==> config.mk <==
export PLATFORM = sky130hd
export DESIGN_NAME = pulse_param_ctrl
export DESIGN_NICKNAME = d
export VERILOG_FILES = /design/src/rtl/pulse_param_ctrl.sv
export SDC_FILE = /design/constraint.sdc
export NUM_CORES = 2
export LEC_CHECK = 0
export CAP_MARGIN = 20
export CORE_ASPECT_RATIO = 0.6
export CORE_MARGIN = 2
export CORE_UTILIZATION = 58
export DETAILED_ROUTE_END_ITERATION = 10
export PLACE_DENSITY = 0.8
export RECOVER_POWER = 100
export SETUP_SLACK_MARGIN = 0.05
export SLEW_MARGIN = 10
export SYNTH_ARGS = -nofsm -noshare
export SYNTH_HDL_FRONTEND = slang
export SYNTH_SLANG_ARGS = --single-unit
==> constraint.sdc <==
create_clock -name clk_pll -period 7.6 [get_ports clk_pll]
set_input_delay 1.9 -clock clk_pll [delete_from_list [all_inputs] [get_ports clk_pll]]
set_output_delay 1.9 -clock clk_pll [all_outputs]
set_load 0.01 [all_outputs]
Figure 1. The metal 2 layer.
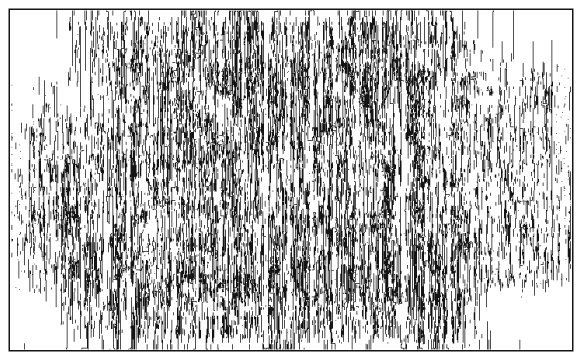
nets with wire on the layer = 3462
wire length on this layer = 43.1 mm
GR met2 Demand/Resource: 0.435
Routed WL: 106000 µm
Vias: 29.1k

Figure 2. Clock nets.
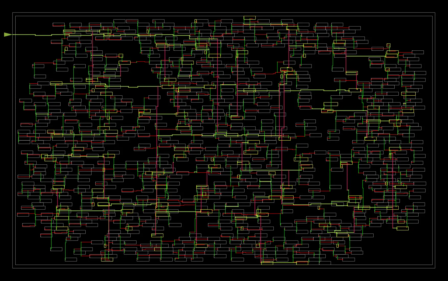
Num CTS Buffers: 74
clock network power: 4.07 mW
Seq cells: 800

Figure 3. Cell sizes after repair.
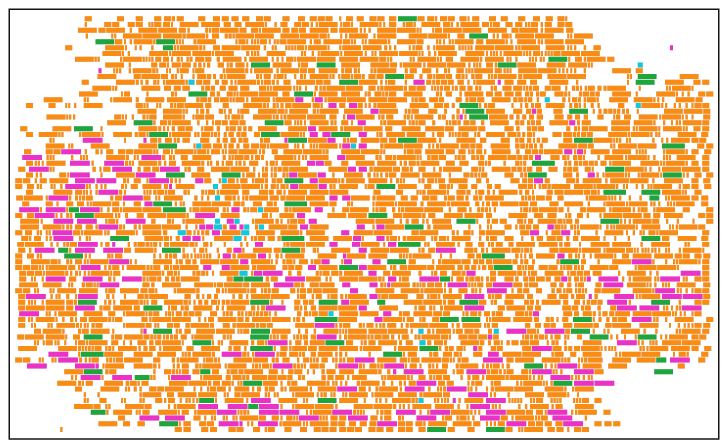
orange -> _0 and _1 cells  # cells 3778, share 91%
cyan -> _3 and _4 cells  # cells 24, share 0.58%
magenta -> _2 cells  # cells 237, share 5.7%
green -> _6 and larger  # cells 105, share 2.5%
Final WS setup: 0.589 ns
final instance area: 44200 µm²
Non-Clock Buffer Count: 367
Area Overhead vs Synth: 17.5%

Figure 4. Placement by cell class.
Scale bar: 100 µm. Fill, decap, tap and diode cells in gray.
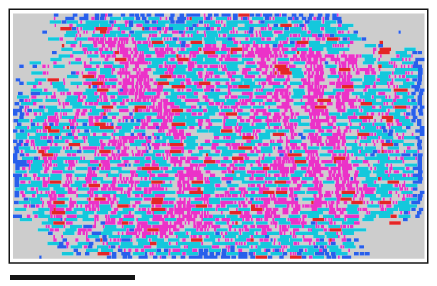
cyan -> flops  # cells 800, share of their area 47%
blue -> other buffers and delay cells  # cells 367, share of their area 8.3%
magenta -> combinational and other logic  # cells 2844, share of their area 39%
red -> clock drivers and dummy loads  # cells 133, share of their area 6.1%
post-layout util: 0.688
Seq/total area: 0.456
core area: 64300 µm²
row count: 72

==> run notes <==
impl run done, here's what came out: Yosys warnings=0, time the worst path needs with I/O delays and setup=roughly 7 ns, largest net degree at the start of global routing=approximately 190, num ports=about 340, R2R setup slack=0.60 ns, FILL cells=a little under 5k, Area leader share=0.444, syn avg cell area=between 9 and 10 µm², drc violations=0, ys async rst share=1.00, Synth Instances=approximately 3.8k, Seq/Total Area, Yosys=0.536, Hold WS=0.435 ns, number of flip-flops in the largest register=240, failing checks=max-capacitance violations, max-slew violations, ys cells=3838, Yosys top cell by area=dfrtp_1, nets@finish=around 4.3k, pre-CTS WS=around 0.33 ns, MaxCap Viol Count=14, Fmax=143 MHz, antenna-violating nets left=0, die width=around 330 µm, CP arrival=~7.6 ns, DR WL/cell=between 20 and 25 µm, number of distinct library cells after synthesis=about 73, fp_density=0.585, Slew Limit Fails=between 900 and 1k, Nets at Floorplan=~4k, vias in the first global route=between 20k and 30k, share of cells above drive strength 1=0.0883, Pwr per Cell Area=293 nW/µm², Reg clk slew, reported paths=approximately 0.070 ns, worst min path class=reg -> reg, Final GP Congestion=approximately 0.97, CTS tree=built, first-pass GRT wire length=165000 µm, Max H-tree Level=3, outcome=complete, but fails checks, R2R cell count=33, area of placed instances=~42000 µm², dominant register cell=dfrtp_1, count leader, synth=nand2_1, final std cells w/o fill=4995, worst clock skew=around 0.019 ns, most frequent cells in the layout=nand2_1 (1218), dfrtp_1 (668), dlygate4sd3_1 (325), Sink Count=~800, hold buffer count at cts=0, Fin. Hold Viols=0, Ant. Diodes=0, CP Capture Type=flop, DRT iter0 DRCs=approximately 3k, Max IR drop VDD=about 0.16 mV, die span in y=between 200 and 250 µm, EDFF count, synth=0, # setup viols final=0, Pre-antenna DRT Iters=6, CTS Root Cell=clkbuf_16, IO buf count=between 300 and 400, Power Total=12.9 mW, crit path launch type=primary input, critical path type=in -> reg, setup TNS=0 ns, GRT Residual Overflow=0, chip area=67000 µm², initial antenna violation count=0, Hold Path Depth=2, cycle use final=0.922, Yosys chip area=~38000 µm²
==> where the power goes <==
part / internal (mW) / switching (mW) / leakage (nW) / total (mW)
sequential: 5.23 / 0.791 / 9.11 / 6.02
combinational: 1.42 / 1.44 / 10.1 / 2.86
clock: 2.41 / 1.66 / 1.28 / 4.07
total: 9.05 / 3.89 / 20.5 / 12.9
==> layout make-up <==
| type | count | area (µm²) | share of cell area |
|---|---|---|---|
| Tap cell | 851 | 1060 | 0.0241 |
| Sequential cell | 800 | 20200 | 0.456 |
| Clock inverter | 28 | 435 | 0.00985 |
| Inverter | 113 | 424 | 0.00959 |
| Clock buffer | 105 | 2210 | 0.0499 |
| Timing Repair Buffer | 367 | 3570 | 0.0807 |
| Multi-Input combinational cell | 2731 | 16300 | 0.369 |
==> critical path, stage by stage <==
cell and delay, ns:
dlygate4sd3_1 0.52, nand2_1 0.08, or2_0 0.24, inv_1 3.26, clkbuf_2 1.19, nand2_1 0.22
nand2_1 0.11
==> timing repair <==
| action | in CTS | in global routing |
|---|---|---|
| setup endpoints to repair | 0 | 1 |
| hold endpoints to repair | 0 | 0 |
| gates resized | 0 | 5 |
| buffers inserted | 0 | 1 |
==> metal layers <==
layer  up-vias  GRT usage  wire, µm
li1      13264          -         -
met1     14342      0.486     47900
met2      1339      0.435     43100
met3       150      0.108     12800
met4         0     0.0742      2150
met5         -          0         0
==> kinds of logic (layout without fill, tap and decap cells) <==
family | Yosys count | in the layout | synth area share
flops | 800 | 800 | 0.536
simple gates | 1517 | 1517 | 0.163
mux | 310 | 310 | 0.0847
buf+inv | 307 | 613 | 0.0307
fa+ha+maj | 163 | 163 | 0.0580
compound gates | 597 | 597 | 0.0934
xor+xnor | 144 | 144 | 0.0341
Power and IR drop assume default switching activity.
